--- config.mk ---
export PLATFORM = sky130hd
export DESIGN_NAME = tile_scheduler
export DESIGN_NICKNAME = d
export VERILOG_FILES = /design/src/rtl/accelerator_common_pkg.sv /design/src/rtl/desc_fifo.sv /design/src/rtl/tile_scheduler.sv
export SDC_FILE = /design/constraint.sdc
export NUM_CORES = 1
export LEC_CHECK = 0
export CORE_ASPECT_RATIO = 0.5
export CORE_UTILIZATION = 45
export DETAILED_ROUTE_END_ITERATION = 8
export PLACE_DENSITY = 0.73
export SLEW_MARGIN = 30
export SYNTH_ARGS = -nofsm -noshare
export SYNTH_HDL_FRONTEND = slang
export SYNTH_SLANG_ARGS = --single-unit
export TNS_END_PERCENT = 1
--- constraint.sdc ---
create_clock -name clk -period 12.09 [get_ports clk]
set_input_delay 1.209 -clock clk [delete_from_list [all_inputs] [get_ports clk]]
set_output_delay 1.209 -clock clk [all_outputs]
set_load 0.1 [all_outputs]
--- src/rtl/accelerator_common_pkg.sv ---
// Shared types for the accelerator control path: scheduler states,
// descriptor layout and flag bit positions.
package accelerator_common_pkg;

  typedef enum logic [3:0] {
    S_IDLE,
    S_FETCH,
    S_LD_REQ,
    S_LD_WAIT,
    S_CMP,
    S_CMP_WAIT,
    S_ST_REQ,
    S_ST_WAIT,
    S_NEXT,
    S_DONE,
    S_ERR
  } sched_state_e;

  // Bit positions inside the 8-bit flags field (word0[23:16])
  localparam int unsigned FLAG_LOAD    = 0;
  localparam int unsigned FLAG_COMPUTE = 1;
  localparam int unsigned FLAG_STORE   = 2;
  localparam int unsigned FLAG_LAST    = 7;

  // Word indices of the descriptor fields (word0 is bits [31:0])
  localparam int unsigned WORD_CTRL   = 0;
  localparam int unsigned WORD_CFG_LO = 1;
  localparam int unsigned WORD_DST    = 2;
  localparam int unsigned WORD_CFG_HI = 5;
  localparam int unsigned WORD_SRAM   = 6;
  localparam int unsigned WORD_SRC    = 7;

  localparam int unsigned FLAGS_LSB = WORD_CTRL * 32 + 16;

  // Packed view of one 256-bit descriptor, MSB (word7) first
  typedef struct packed {
    logic [31:0] src_addr;   // word7
    logic [15:0] len;        // word6[31:16]
    logic [15:0] sram_addr;  // word6[15:0]
    logic [31:0] cfg_hi;     // word5
    logic [31:0] word4;
    logic [31:0] word3;
    logic [31:0] dst_addr;   // word2
    logic [31:0] cfg_lo;     // word1
    logic [7:0]  ctrl_hi;    // word0[31:24]
    logic [7:0]  flags;      // word0[23:16]
    logic [15:0] ctrl_lo;    // word0[15:0]
  } desc_t;

  // Next work stage of a tile once stage 'from' has finished
  function automatic sched_state_e route_after(input logic [7:0] flags,
                                               input sched_state_e from);
    sched_state_e nxt;
    nxt = S_NEXT;
    if (flags[FLAG_LOAD] && from == S_FETCH)
      nxt = S_LD_REQ;
    else if (flags[FLAG_COMPUTE] && (from == S_FETCH || from == S_LD_WAIT))
      nxt = S_CMP;
    else if (flags[FLAG_STORE])
      nxt = S_ST_REQ;
    return nxt;
  endfunction

endpackage

--- src/rtl/desc_fifo.sv ---
// Synchronous FIFO with full/empty flags, synchronous flush and
// asynchronous active-low reset. Head entry is visible on pop_data.
module desc_fifo #(
  parameter int unsigned WIDTH = 256,
  parameter int unsigned DEPTH = 4
) (
  input  logic             clk,
  input  logic             rst_n,
  input  logic             flush,
  input  logic             push,
  input  logic [WIDTH-1:0] push_data,
  input  logic             pop,
  output logic [WIDTH-1:0] pop_data,
  output logic             full,
  output logic             empty
);

  localparam int unsigned AW = $clog2(DEPTH);

  logic [WIDTH-1:0] mem [DEPTH];
  logic [AW:0]      wr_ptr;
  logic [AW:0]      rd_ptr;
  logic             do_push;
  logic             do_pop;

  assign empty    = (wr_ptr == rd_ptr);
  assign full     = (wr_ptr[AW] != rd_ptr[AW]) && (wr_ptr[AW-1:0] == rd_ptr[AW-1:0]);
  assign do_push  = push && !full && !flush;
  assign do_pop   = pop && !empty && !flush;
  assign pop_data = mem[rd_ptr[AW-1:0]];

  // Storage write; entries need no reset since empty gates every read
  always_ff @(posedge clk) begin
    if (do_push)
      mem[wr_ptr[AW-1:0]] <= push_data;
  end

  // Read/write pointers with an extra wrap bit to tell full from empty
  always_ff @(posedge clk or negedge rst_n) begin
    if (!rst_n) begin
      wr_ptr <= '0;
      rd_ptr <= '0;
    end else if (flush) begin
      wr_ptr <= '0;
      rd_ptr <= '0;
    end else begin
      if (do_push) wr_ptr <= wr_ptr + 1'b1;
      if (do_pop)  rd_ptr <= rd_ptr + 1'b1;
    end
  end

endmodule

--- src/rtl/tile_scheduler.sv ---
// Per-tile sequencer: pops descriptors and issues DMA load, compute start
// and DMA store in order, tracking status, tile and busy-cycle counters.
// DESC_WIDTH must match the 256-bit desc_t layout.
module tile_scheduler
  import accelerator_common_pkg::*;
#(
  parameter int unsigned DESC_WIDTH     = 256,
  parameter int unsigned FIFO_DEPTH     = 4,
  parameter int unsigned TIMEOUT_CYCLES = 65535
) (
  input  logic                  clk,
  input  logic                  rst_n,
  input  logic                  start,
  input  logic                  soft_reset,
  input  logic                  desc_valid,
  input  logic [DESC_WIDTH-1:0] desc_data,
  output logic                  desc_ready,
  output logic                  dma_req_valid,
  input  logic                  dma_req_ready,
  output logic                  dma_req_write,
  output logic [31:0]           dma_req_dram_addr,
  output logic [15:0]           dma_req_sram_addr,
  output logic [15:0]           dma_req_len,
  input  logic                  dma_done,
  input  logic                  dma_err,
  output logic                  cmp_start,
  output logic [63:0]           cmp_cfg,
  input  logic                  cmp_done,
  output logic                  busy,
  output logic                  done,
  output logic                  error,
  output logic                  irq,
  output logic [31:0]           tile_count,
  output logic [31:0]           cycle_count
);

  localparam int unsigned         WW        = $clog2(TIMEOUT_CYCLES + 1);
  localparam logic [WW-1:0]       WAIT_SAT  = WW'(TIMEOUT_CYCLES);
  localparam logic [WW-1:0]       WAIT_LAST = WW'(TIMEOUT_CYCLES - 1);

  sched_state_e          state_q, state_d;
  desc_t                 cur_q;
  logic [WW-1:0]         wait_cnt;
  logic                  timed_out;
  logic                  done_q, error_q;
  logic [31:0]           tile_count_q, cycle_count_q;
  logic                  fifo_pop, fifo_full, fifo_empty;
  logic [DESC_WIDTH-1:0] fifo_rd_data;
  logic [7:0]            head_flags;
  logic                  unused_desc_bits;

  desc_fifo #(
    .WIDTH (DESC_WIDTH),
    .DEPTH (FIFO_DEPTH)
  ) u_fifo (
    .clk       (clk),
    .rst_n     (rst_n),
    .flush     (soft_reset),
    .push      (desc_valid),
    .push_data (desc_data),
    .pop       (fifo_pop),
    .pop_data  (fifo_rd_data),
    .full      (fifo_full),
    .empty     (fifo_empty)
  );

  assign head_flags = fifo_rd_data[FLAGS_LSB +: 8];
  // The counter reaching TIMEOUT_CYCLES and the exit to ERR share one edge,
  // so the error appears exactly TIMEOUT_CYCLES cycles after state entry.
  assign timed_out  = (wait_cnt >= WAIT_LAST);

  // Next-state selection; soft_reset overrides everything
  always_comb begin
    state_d  = state_q;
    fifo_pop = 1'b0;
    unique case (state_q)
      S_IDLE:     if (start) state_d = S_FETCH;
      S_FETCH: begin
        if (fifo_empty) begin
          state_d = S_DONE;
        end else begin
          fifo_pop = 1'b1;
          state_d  = route_after(head_flags, S_FETCH);
        end
      end
      S_LD_REQ: begin
        if (dma_req_ready)  state_d = S_LD_WAIT;
        else if (timed_out) state_d = S_ERR;
      end
      S_LD_WAIT: begin
        if (dma_err)        state_d = S_ERR;
        else if (dma_done)  state_d = route_after(cur_q.flags, S_LD_WAIT);
        else if (timed_out) state_d = S_ERR;
      end
      S_CMP:      state_d = S_CMP_WAIT;
      S_CMP_WAIT: begin
        if (cmp_done)       state_d = route_after(cur_q.flags, S_CMP_WAIT);
        else if (timed_out) state_d = S_ERR;
      end
      S_ST_REQ: begin
        if (dma_req_ready)  state_d = S_ST_WAIT;
        else if (timed_out) state_d = S_ERR;
      end
      S_ST_WAIT: begin
        if (dma_err)        state_d = S_ERR;
        else if (dma_done)  state_d = S_NEXT;
        else if (timed_out) state_d = S_ERR;
      end
      S_NEXT:     state_d = cur_q.flags[FLAG_LAST] ? S_DONE : S_FETCH;
      S_DONE:     state_d = S_IDLE;
      S_ERR:      state_d = S_IDLE;
      default:    state_d = S_IDLE;
    endcase
    if (soft_reset) begin
      state_d  = S_IDLE;
      fifo_pop = 1'b0;
    end
  end

  // State register
  always_ff @(posedge clk or negedge rst_n) begin
    if (!rst_n) state_q <= S_IDLE;
    else        state_q <= state_d;
  end

  // Per-state wait counter, cleared on every state change, saturating
  always_ff @(posedge clk or negedge rst_n) begin
    if (!rst_n)                   wait_cnt <= '0;
    else if (state_d != state_q)  wait_cnt <= '0;
    else if (wait_cnt != WAIT_SAT) wait_cnt <= wait_cnt + 1'b1;
  end

  // Current descriptor, loaded when FETCH pops the queue head
  always_ff @(posedge clk or negedge rst_n) begin
    if (!rst_n)        cur_q <= '0;
    else if (fifo_pop) cur_q <= desc_t'(fifo_rd_data);
  end

  // Sticky done/error status
  always_ff @(posedge clk or negedge rst_n) begin
    if (!rst_n) begin
      done_q  <= 1'b0;
      error_q <= 1'b0;
    end else if (soft_reset) begin
      done_q  <= 1'b0;
      error_q <= 1'b0;
    end else begin
      if (state_d == S_DONE)                  done_q <= 1'b1;
      else if (state_q == S_IDLE && start)    done_q <= 1'b0;
      if (state_d == S_ERR)                   error_q <= 1'b1;
    end
  end

  // Tile and busy-cycle counters; cleared by an accepted start, held by soft_reset
  always_ff @(posedge clk or negedge rst_n) begin
    if (!rst_n) begin
      tile_count_q  <= '0;
      cycle_count_q <= '0;
    end else if (!soft_reset) begin
      if (state_q == S_IDLE && start) begin
        tile_count_q  <= '0;
        cycle_count_q <= '0;
      end else begin
        if (busy && cycle_count_q != '1) cycle_count_q <= cycle_count_q + 32'd1;
        if (state_q == S_NEXT)           tile_count_q  <= tile_count_q + 32'd1;
      end
    end
  end

  assign busy              = (state_q inside {[S_FETCH:S_NEXT]});
  assign desc_ready        = !fifo_full;
  assign dma_req_valid     = (state_q == S_LD_REQ) || (state_q == S_ST_REQ);
  assign dma_req_write     = (state_q == S_ST_REQ);
  assign dma_req_dram_addr = dma_req_write ? cur_q.dst_addr : cur_q.src_addr;
  assign dma_req_sram_addr = cur_q.sram_addr;
  assign dma_req_len       = cur_q.len;
  assign cmp_start         = (state_q == S_CMP);
  assign cmp_cfg           = {cur_q.cfg_hi, cur_q.cfg_lo};
  assign done              = done_q;
  assign error             = error_q;
  assign irq               = done_q | error_q;
  assign tile_count        = tile_count_q;
  assign cycle_count       = cycle_count_q;

  assign unused_desc_bits  = ^{cur_q.word4, cur_q.word3, cur_q.ctrl_hi,
                               cur_q.ctrl_lo, cur_q.flags[6:3]};

endmodule

==> impl_metrics.py, run 1 <==
# Synthesis and PnR figures
metrics = {
    "pwr": {
        "share_seq_of_total_power_pct": 40.8,
        "power.density_cell_area_nw_per_um2": 224,
        "power.total_w": 0.00959,
        "static-leakage-power_nw": 14.8,
    },
    "synthesis": {
        "gate_count_of_the_mapped_netlist": 1927,
        "netlist.area_leader.share_pct": 54.7,
        "synth-warning-count": 0,
        "synth.yosys.chip_area_sq_um": 36000,
        "yosys.stat.seqShare_pct": 72.4,
        "synth-edff-count": 656,
        "ys_top_cells_by_area": "sky130_fd_sc_hd__edfxtp_1 55%, sky130_fd_sc_hd__dfrtp_1 18%, sky130_fd_sc_hd__mux4_2 10%",
        "share_of_flip_flops_with_an_asynchronous_set_or_reset_after_synthesis_pct": 28.0,
        "numSynthFlops": 911,
        "synth_unique_cells": 65,
        "ys_cells": 1927,
        "postSynth.topFlopCell": "sky130_fd_sc_hd__edfxtp_1",
    },
    "layout": {
        "layout_top_cells_excl_fill_tap": "656 x sky130_fd_sc_hd__edfxtp_1, 326 x sky130_fd_sc_hd__clkdlybuf4s50_1, 253 x sky130_fd_sc_hd__dfrtp_1, 195 x sky130_fd_sc_hd__mux2_2, 164 x sky130_fd_sc_hd__mux4_2",
        "finish.net_count": 2500,
        "drive_above_1_share_pct": 24.7,
        "fin_util_pct": 54.7,
        "layout_top_cell": "sky130_fd_sc_hd__edfxtp_1",
    },
    "setup_path": {
        "critPathMaxStageDelay_ns": 1.15,
        "timing.critical_path.to_type": "output port",
        "worstPathRequired_ns": 10.88,
        "startpoint_to_endpoint_class_of_the_critical_path": "reg2out",
        "critical_path.startpoint_type": "flip-flop",
        "arrival_ns": 4.16,
        "worst_reg2reg_path_length_in_cells": 7,
    },
    "place": {
        "place_hpwl_mm": 44.1,
        "place.gp.congestion": 0.817,
        "io_buffer_count": 372,
        "place_inst": 3177,
    },
    "final_timing": {
        "setup_repair_after_global_routing_missed_its_margin": "no",
        "worst_pin_slew_ns": 1.04,
        "clock_skew_ns": 0.0183,
        "worst_slew_slack_as_a_fraction_of_its_limit_pct": 30.2,
        "timing_max_transition_violations_final": 0,
        "min_period_ns": 5.37,
        "timing.setup.tns_ns": 0,
        "fin_worst_hold_slack_ns": 0.499,
        "finalHoldViolCount": 0,
    },
    "clock_network": {
        "numCtsBuffers": 81,
        "clock_tree.root_cell": "sky130_fd_sc_hd__clkbuf_16",
        "cts.htree.levels": 3,
        "cts.sinks": 911,
        "postCtsHoldBufs": 0,
        "clock_tree.buffer_depth": 3,
        "postCtsResizedCells": 0,
    },
    "outcome": {
        "run_status": "completed",
    },
    "route": {
        "drt_iter0_drc": 1258,
        "drt-met1-wl_mm": 28.8,
        "met2RoutedLength_mm": 40.8,
        "post_drt_wl_per_cell_microns": 22.2,
        "vias_per_cell": 5.40,
        "detailroute.wirelength.met3_mm": 2.67,
    },
    "global_route": {
        "grt_start_max_net_pins": 138,
        "global_route_wire_length_before_repair_mm": 113,
        "antenna_found_initial": 8,
        "grtUsageTotal_pct": 18.4,
    },
    "die": {
        "fp.dieArea_sq_um": 81300,
        "floorplan.die.height_microns": 202,
        "fp_util_pct": 46.0,
    },
    "hold_path": {
        "hold_depth": 1,
        "min_path_type": "reg2reg",
    },
    "job": {
        "total_of_max_cap_violations": 0,
    },
}
==> run 1: final cells by class <==
type                            instances  area (sq um)
Antenna cell                            6          15.0
Clock buffer                          118          2260
Clock inverter                         32           418
Fill cell                            5912         35500
Inverter                               21          78.8
Multi-Input combinational cell        819          8880
Sequential cell                       911         26100
Tap cell                             1036          1300
Timing Repair Buffer                  392          3790
==> run 1: registers in the layout, indices dropped and copies added, names as in the netlist, 16 cells and up <==
register,cells
wait_cnt,16
dma_req_sram_addr,16
u_fifo.mem,656
cmp_cfg,64
cycle_count,32
dma_req_len,16
tile_count,32
cur_q,67
==> run 1: Yosys cell counts, types with 22 or more instances <==
library cell and n:
sky130_fd_sc_hd__buf_4 96, sky130_fd_sc_hd__xor2_1 30, sky130_fd_sc_hd__nor3_1 23, sky130_fd_sc_hd__nand2_1 54
sky130_fd_sc_hd__xnor2_1 41, sky130_fd_sc_hd__nor4_1 22, sky130_fd_sc_hd__edfxtp_1 656, sky130_fd_sc_hd__mux4_2 164
sky130_fd_sc_hd__clkbuf_1 57, sky130_fd_sc_hd__mux2_2 195, sky130_fd_sc_hd__nand3_1 37, sky130_fd_sc_hd__nor2_1 74
sky130_fd_sc_hd__dfrtp_1 255
==> run 1: worst paths after layout <==
kind / from / endpoint / slack, ns
hold reg to reg: cmp_cfg[53] / cmp_cfg[53] / 0.50
setup reg to reg: u_fifo.rd_ptr[1] / dma_req_sram_addr[5] / 7.70
setup / recovery: state_q[2] / dma_req_dram_addr[23] / 6.72
hold / removal: cmp_cfg[53] / cmp_cfg[53] / 0.50
min in group asynchronous: rst_n / cmp_cfg[32] / 0.54
max in group asynchronous: rst_n / u_fifo.rd_ptr[1] / 10.23
==> run 1: cells by family after synthesis <==
kind of cell | count (synthesis) | synth area share [%]
flip-flops | 911 | 72.4
multiplexers | 363 | 16.5
AND/OR/NAND/NOR | 298 | 4.31
buffers and inverters | 197 | 3.12
AND-OR/OR-AND | 78 | 1.71
XOR/XNOR | 71 | 1.73
adder cells (fa/ha/maj) | 9 | 0.312
==> run 1: routing by layer <==
metal / global-route usage (%) / up-vias
li1: - / 8068
met1: 22.4 / 9499
met2: 33.6 / 347
met3: 2.98 / 93
met4: 5.25 / 2
met5: 0 / -
==> run 1: critical path: cells and delay by family, from the launching register on <==
kind | cells | cell delay, ns
multiplexers | 1 | 0.32
AND/OR/NAND/NOR | 1 | 0.40
flip-flops | 1 | 0.65
buffers and inverters | 3 | 2.12
==> run 1: stage by stage <==
stage                     worst slack, ns  cell area (sq um)
final                                6.72              42800
after global routing                 6.46              42800
after CTS                            6.69              42800
after detailed placement             6.93              40100
after global placement               6.96              40300
after floorplan                      5.86              36000
==> run 1: power by group through the flow <==
| stage | Sequential [W] | Clock (W) | Combinational (W) |
|---|---|---|---|
| global route | 0.00396 | 0.00277 | 0.00320 |
| floorplan | 0.00394 | 0 | 0.00264 |
| finish | 0.00392 | 0.00258 | 0.00309 |
| CTS | 0.00392 | 0.00265 | 0.00312 |
| detailed placement | 0.00398 | 0 | 0.00311 |
| global placement | 0.00396 | 0 | 0.00314 |
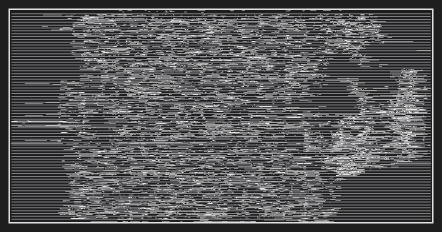
(run_1/m1.png)
Supply wires on this layer in gray.
The layer holds 39% of the routed length. The wires run mostly horizontal. 2263 nets have wire on it.
fraction of met1 tracks used by global routing: 22.4%
Detailed Route WL: 73.9 mm
DR vias: 18000

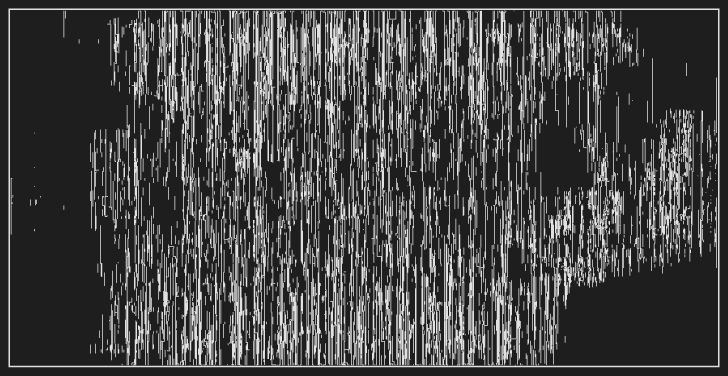
(run_1/m2.png)
The longest straight run is 104 microns. The layer carries 40.8 mm of wire. The wires run mostly vertical. 2220 nets have wire on it. The layer holds 55% of the routed length.

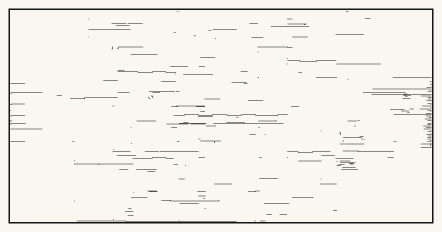
(run_1/m3.png)
The layer carries 2670 microns of wire. The layer holds 3.6% of the routed length. The wires run mostly horizontal.
Global Route met3 Usage: 2.98%

==> run_1/m4.png <==
The bar under the picture is 100 microns long. Supply wires on this layer in gray.
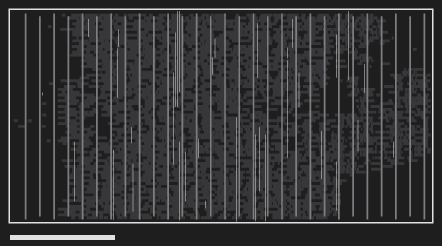

--- run 2 (diff from run 1) ---
==> constraint.sdc (replaced) <==
create_clock -name clk -period 5.1 [get_ports clk]
set_input_delay 0.51 -clock clk [delete_from_list [all_inputs] [get_ports clk]]
set_output_delay 0.51 -clock clk [all_outputs]
set_load 0.1 [all_outputs]
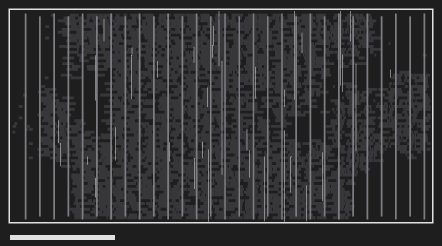
(run_2/m4.png)
The bar under the picture is 100 microns long. Supply wires on this layer in gray.
The layer carries 1270 microns of wire. The wires run mostly vertical.

==> run 2 against run 1 <==
Final area is 0.29% higher. Clock skew increased by 0.0094 ns. Count of clock-buffer cells in the layout decreased by 1. Sequential power rose by 140%. Cell count increased by 0.30%. Sequential share of layout area down 0.18 points. First-iteration DRC count rose by 1.7%. Via count shrank 0.24%. Critical path depth is the same. Critical path type unchanged. Largest power group unchanged.
==> impl_metrics.py, run 2 <==
# Synthesis and PnR figures
metrics = {
    "place": {
        "io_buffer_count": 372,
        "dpl_cell_area_sq_um": 40300,
        "place.gp.congestion": 0.849,
        "place_hpwl_mm": 45.9,
    },
    "pwr": {
        "power.total_w": 0.0227,
        "power.density_cell_area_nw_per_um2": 529,
        "static-leakage-power_nw": 14.9,
    },
    "setup_path": {
        "rrSetupSlack_ns": 1.65,
        "worst_setup_path_endpoint": "dma_req_dram_addr[28]",
        "timing.critical_path.to_type": "output port",
        "worstPathRequired_ns": 4.59,
        "startpoint_to_endpoint_class_of_the_critical_path": "reg2out",
        "worst_reg2reg_path_length_in_cells": 6,
        "arrival_ns": 4.14,
        "critical_path_peak_fanout": 33,
        "start_point_of_the_critical_path": "state_q[2]",
        "critical_path.reg2reg.endpoint": "wait_cnt[4]",
        "worst_r2r_startpoint": "state_q[0]",
        "critical_path.startpoint_type": "flip-flop",
    },
    "final_timing": {
        "setup_repair_after_global_routing_missed_its_margin": "no",
        "worst_slew_slack_as_a_fraction_of_its_limit_pct": 30.8,
        "timing.setup.tns_ns": 0,
        "clock_skew_ns": 0.0277,
        "finalHoldViolCount": 0,
        "worst_pin_slew_ns": 1.03,
        "min_period_ns": 4.65,
        "timing_max_transition_violations_final": 0,
    },
    "layout": {
        "nFillCells": 5966,
        "largest_register_ffs": 656,
        "finish.net_count": 2514,
        "drive_above_1_share_pct": 25.6,
        "layout_top_cells_excl_fill_tap": "656 x sky130_fd_sc_hd__edfxtp_1, 324 x sky130_fd_sc_hd__clkdlybuf4s50_1, 253 x sky130_fd_sc_hd__dfrtp_1, 195 x sky130_fd_sc_hd__mux2_2, 164 x sky130_fd_sc_hd__mux4_2",
        "layout.cell_area.non_filler_sq_um": 42900,
    },
    "synthesis": {
        "ys_cells": 1927,
        "ys_top_cells_by_count": "656 x sky130_fd_sc_hd__edfxtp_1, 255 x sky130_fd_sc_hd__dfrtp_1, 195 x sky130_fd_sc_hd__mux2_2, 164 x sky130_fd_sc_hd__mux4_2, 96 x sky130_fd_sc_hd__buf_4",
        "netlist.area_leader.share_pct": 54.7,
        "ys_top_cells_by_area": "sky130_fd_sc_hd__edfxtp_1 55%, sky130_fd_sc_hd__dfrtp_1 18%, sky130_fd_sc_hd__mux4_2 10%",
        "synth-edff-count": 656,
        "gate_count_of_the_mapped_netlist": 1927,
        "yosys.stat.seqShare_pct": 72.4,
        "numSynthFlops": 911,
        "synth_unique_cells": 65,
        "synth.yosys.chip_area_sq_um": 36000,
        "synth-warning-count": 0,
    },
    "clock_network": {
        "clk_pin_slew_worst_paths_ns": 0.07,
        "postCtsResizedCells": 0,
        "clock_tree_from_tritoncts": "yes",
        "cts.htree.levels": 3,
        "clock_tree.root_cell": "sky130_fd_sc_hd__clkbuf_16",
        "numCtsBuffers": 81,
        "clock_tree.buffer_depth": 3,
    },
    "global_route": {
        "grt_start_max_net_pins": 120,
        "global_route.usage.met3_pct": 3.27,
        "gr-usage-met2_pct": 33.3,
        "groute.layer.met1.usage_pct": 23.0,
        "grt-busiest-layer": "met2",
        "global_route_wire_length_before_repair_mm": 113,
        "antenna_found_initial": 1,
    },
    "die": {
        "fp.dieArea_sq_um": 81300,
        "fp_util_pct": 46.0,
        "floorplan.die.height_microns": 202,
    },
    "job": {
        "total_of_max_cap_violations": 0,
    },
    "route": {
        "drt_iter0_drc": 1280,
        "detailroute.via_count": 18000,
        "vias_per_cell": 5.37,
        "post_drt_wl_per_cell_microns": 22.2,
        "finalWirelength_mm": 74.4,
    },
    "hold_path": {
        "hold_path_startpoint": "desc_data[212]",
        "min_path_type": "in2reg",
    },
    "outcome": {
        "run_status": "completed",
    },
}
run 2: cell count changes in the layout (fill, tap and decap cells not counted), moves of 2 or more:
cell / delta
sky130_fd_sc_hd__clkinvlp_4: +2
sky130_fd_sc_hd__inv_6: +2
sky130_fd_sc_hd__clkbuf_8: +4
sky130_fd_sc_hd__bufinv_16: -5
sky130_fd_sc_hd__buf_2: -12
sky130_fd_sc_hd__clkbuf_16: +3
sky130_fd_sc_hd__clkbuf_1: -8
sky130_fd_sc_hd__buf_16: -3
sky130_fd_sc_hd__clkinv_1: +2
sky130_fd_sc_hd__diode_2: -5
sky130_fd_sc_hd__buf_12: +6
sky130_fd_sc_hd__clkdlybuf4s50_1: -2
sky130_fd_sc_hd__buf_4: +25
run 2: critical path, cell delays in order (launching register included):
cell	delay, ns
sky130_fd_sc_hd__dfrtp_1	0.64
sky130_fd_sc_hd__clkinv_1	0.40
sky130_fd_sc_hd__nor4b_4	0.41
sky130_fd_sc_hd__buf_4	0.56
sky130_fd_sc_hd__mux2_2	0.28
sky130_fd_sc_hd__clkdlybuf4s50_1	1.16
run 2: per-layer routing:
| layer | routed length (microns) | vias to the layer above |
|---|---|---|
| met1 | 30000 | 9469 |
| li1 | - | 8088 |
| met3 | 2620 | 85 |
| met5 | 0 | - |
| met2 | 40400 | 324 |
| met4 | 1270 | 0 |
run 2: cells by family after synthesis:
logic type / Yosys count / synth area share [%]
AND-OR/OR-AND: 78 / 1.71
XOR/XNOR: 71 / 1.73
adder cells (fa/ha/maj): 9 / 0.312
buffers and inverters: 197 / 3.12
flip-flops: 911 / 72.4
multiplexers: 363 / 16.5
AND/OR/NAND/NOR: 298 / 4.31
run 2: report_power, final:
part | switching, W | internal, W | total, W
Sequential | 0.000482 | 0.00880 | 0.00928
Clock | 0.00269 | 0.00339 | 0.00609
Combinational | 0.00526 | 0.00209 | 0.00735
run 2: layout make-up:
class                   instances  area [sq um]  share of cell area, %
clock inverters                34           299                  0.696
well taps                    1036          1300                   3.02
clock buffers                 117          2360                   5.49
inverters                      21          78.8                  0.184
flip-flops and latches        911         26100                   60.7
multi-input cells             819          8890                   20.7
repair buffers                406          3940                   9.18
diodes                          1          2.50                0.00583
run 2: worst min path at each step:
stage / endpoint / slack (ns) / cells past startpoint
finish: u_fifo.mem[3][212] / 0.49 / 1
global route: u_fifo.mem[1][205] / 0.44 / 1
CTS: u_fifo.mem[2][205] / 0.43 / 1
detailed placement: cur_q[85] / 0.49 / 1
global placement: cur_q[93] / 0.48 / 1
floorplan: cmp_cfg[0] / 0.21 / 0
run 2: stage by stage:
stage / hold slack [ns] / utilization, % / setup WS, ns
CTS: 0.433 / 54.9 / 0.414
floorplan: 0.214 / - / -1.13
detailed placement: 0.487 / 51.5 / 1.13
finish: 0.486 / 54.9 / 0.454
global route: 0.437 / 54.9 / 0.255
global placement: 0.482 / 51.6 / 1.12
==> run_2/clock_nets.png <==
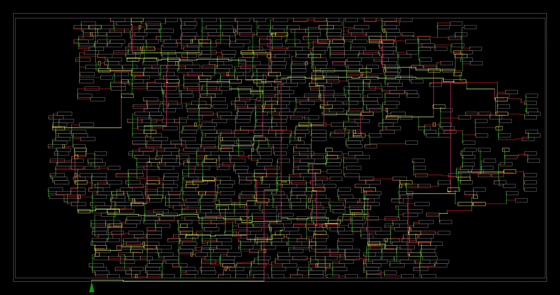

--- run 3 (diff from run 2) ---
--- a/config.mk
+++ b/config.mk
@@ -8,9 +8,10 @@
 export CORE_ASPECT_RATIO = 0.5
 export CORE_UTILIZATION = 45
 export DETAILED_ROUTE_END_ITERATION = 8
-export PLACE_DENSITY = 0.73
+export PLACE_DENSITY = 0.71
 export SLEW_MARGIN = 30
 export SYNTH_ARGS = -nofsm -noshare
 export SYNTH_HDL_FRONTEND = slang
+export SYNTH_HIERARCHICAL = 1
 export SYNTH_SLANG_ARGS = --single-unit
 export TNS_END_PERCENT = 1
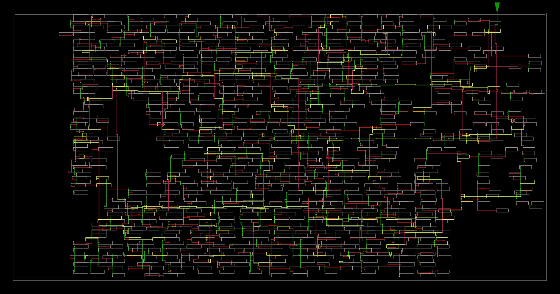
(run_3/clock_nets.png)
sequential cell count of the final layout: 911
number of buffers inserted during clock tree synthesis: 82
clock latency of the later-clocked register in the worst-skew pair: 0.65 ns
clock buffer count in the final layout: 104

==> run 3 against run 2 <==
Clock power grew 7.7%. Total power grew 1.4%. Cell count grew 0.42%. Combinational power shrank 2%. Core utilization shrank 0.65 points. Critical path type unchanged. Critical endpoint is now dma_req_dram_addr[0].
==> impl_metrics.py, run 3 <==
# Synthesis and PnR figures
metrics = {
    "outcome": {
        "run_status": "completed",
    },
    "place": {
        "dpl_cell_area_sq_um": 40100,
        "place_inst": 3198,
        "place.gp.congestion": 0.821,
        "place_hpwl_mm": 43.9,
        "place_worst_setup_slack_ns": 1.42,
        "io_buffer_count": 372,
    },
    "global_route": {
        "antenna_found_initial": 6,
        "grt_start_max_net_pins": 88,
        "grtUsageTotal_pct": 18.1,
        "first_global_vias": 18300,
        "global_route_wire_length_before_repair_mm": 112,
        "grt_overflow_total": 0,
    },
    "layout": {
        "layout_top_cells_excl_fill_tap": "656 x sky130_fd_sc_hd__edfxtp_1, 335 x sky130_fd_sc_hd__clkdlybuf4s50_1, 253 x sky130_fd_sc_hd__dfrtp_1, 196 x sky130_fd_sc_hd__mux2_2, 164 x sky130_fd_sc_hd__mux4_2",
        "largest_register_ffs": 656,
        "area_growth_pct": 19.3,
        "layout_top_cell": "sky130_fd_sc_hd__edfxtp_1",
        "finish.cell_count_without_fillers": 3359,
        "drive_above_1_share_pct": 25.4,
        "fin_util_pct": 54.2,
        "finish.net_count": 2509,
        "layout.cell_area.non_filler_sq_um": 43100,
    },
    "setup_path": {
        "critical_path.reg2reg.endpoint": "wait_cnt[5]",
        "start_point_of_the_critical_path": "state_q[1]",
        "worstPathRequired_ns": 4.59,
        "startpoint_to_endpoint_class_of_the_critical_path": "reg2out",
        "critical_path.startpoint_type": "flip-flop",
        "worst_r2r_startpoint": "u_fifo/rd_ptr[0]",
        "arrival_ns": 3.75,
        "timing.critical_path.to_type": "output port",
        "worst_reg2reg_path_length_in_cells": 8,
        "worstPathCellList": "nand2b_1 > nor2_4 > buf_4 > mux2_2 > clkdlybuf4s50_1",
        "worst_setup_path_endpoint": "dma_req_dram_addr[0]",
        "critical_path_peak_fanout": 34,
        "rrSetupSlack_ns": 1.53,
        "critPathMaxStageDelay_ns": 1.17,
        "worst_path_max_delay_cell": "sky130_fd_sc_hd__clkdlybuf4s50_1",
    },
    "final_timing": {
        "achievable-frequency_mhz": 234,
        "post-route-worst-setup-slack_ns": 0.835,
        "fin_worst_hold_slack_ns": 0.447,
        "clock_skew_ns": 0.0209,
        "fin_crit_sh_pct": 83.6,
        "worst_pin_slew_ns": 1.05,
        "setup_repair_after_global_routing_missed_its_margin": "no",
        "timing_max_transition_violations_final": 0,
        "finalSetupViolations": 0,
        "min_period_ns": 4.26,
        "worst_slew_slack_as_a_fraction_of_its_limit_pct": 30.1,
        "finalHoldViolCount": 0,
    },
    "route": {
        "detailroute.via_count": 17800,
        "firstDrtPassIters": 7,
        "drt_iter0_drc": 1272,
        "route.antenna.remaining_nets": 0,
        "finalWirelength_mm": 73.0,
        "post_drt_wl_per_cell_microns": 21.7,
        "drc": 0,
        "vias_per_cell": 5.29,
    },
    "job": {
        "total_of_max_cap_violations": 0,
        "log.warning_count": 123,
    },
    "synthesis": {
        "gate_count_of_the_mapped_netlist": 1929,
        "synth-warning-count": 6,
        "avgSynthCellArea_sq_um": 18.7,
        "synth_nets": 2203,
        "synth_area_sq_um": 36100,
    },
    "pwr": {
        "power.density_cell_area_nw_per_um2": 535,
        "max-vdd-ir-drop_mv": 0.298,
        "static-leakage-power_nw": 14.8,
    },
    "clock_network": {
        "clk_pin_slew_worst_paths_ns": 0.06,
        "postCtsHoldBufs": 1,
        "clock_tree.root_cell": "sky130_fd_sc_hd__clkbuf_16",
        "cts.htree.levels": 3,
        "cts.sinks": 911,
        "clock_tree_from_tritoncts": "yes",
        "clock_tree.buffer_depth": 3,
        "cts_setup_buffers": 0,
        "postCtsResizedCells": 0,
    },
    "die": {
        "core.rowCount": 73,
        "die.size.x_microns": 403,
        "placeableCoreArea_sq_um": 79500,
        "io_pins": 465,
        "floorplan.die.height_microns": 202,
        "fp_util_pct": 45.4,
        "fp.dieArea_sq_um": 81500,
    },
    "hold_path": {
        "min_path_type": "in2async",
    },
}
-- run 3: how the worst min path moves through the flow --
stage / start / end / slack, ns / depth (start not counted)
finish: rst_n / tile_count[16] / 0.45 / 2
global route: desc_data[245] / u_fifo/mem[3][245] / 0.46 / 1
CTS: desc_data[207] / u_fifo/mem[1][207] / 0.43 / 1
detailed placement: cur_q[88] / cur_q[88] / 0.49 / 1
global placement: cur_q[84] / cur_q[84] / 0.48 / 1
floorplan: rst_n / cmp_cfg[0] / 0.21 / 0
-- run 3: layout make-up --
type                            count  area (sq um)
Antenna cell                        7          17.5
Multi-Input combinational cell    817          8730
Clock buffer                      104          2230
Tap cell                         1050          1310
Timing Repair Buffer              406          3990
Inverter                           17          63.8
Fill cell                        6177         36400
Clock inverter                     47           652
Sequential cell                   911         26100
-- run 3: power by group --
group          switching, W  internal [W]
Combinational       0.00522       0.00195
Clock               0.00273       0.00384
Sequential         0.000466       0.00884
-- run 3: per-stage QoR --
step                TNS (ns)  total power (W)
global placement           0           0.0167
detailed placement         0           0.0167
finish                     0           0.0230
global route               0           0.0238
CTS                        0           0.0233
floorplan            -160.06           0.0155
-- run 3: critical path, delay by kind of cell (launching register included) --
| kind | cells | cell delay, ns |
|---|---|---|
| multiplexers | 1 | 0.27 |
| buffers and inverters | 2 | 1.67 |
| AND/OR/NAND/NOR | 2 | 0.42 |
| flip-flops | 1 | 0.69 |
-- run 3: routing by layer --
| layer | up-vias | track usage [%] | part of all wire (%) |
|---|---|---|---|
| met5 | - | 0 | 0 |
| met4 | 0 | 5.41 | 2.0 |
| met3 | 102 | 3.51 | 3.8 |
| met2 | 355 | 32.2 | 54 |
| met1 | 9294 | 22.4 | 40 |
| li1 | 8033 | - | - |
Power and IR drop assume default switching activity.
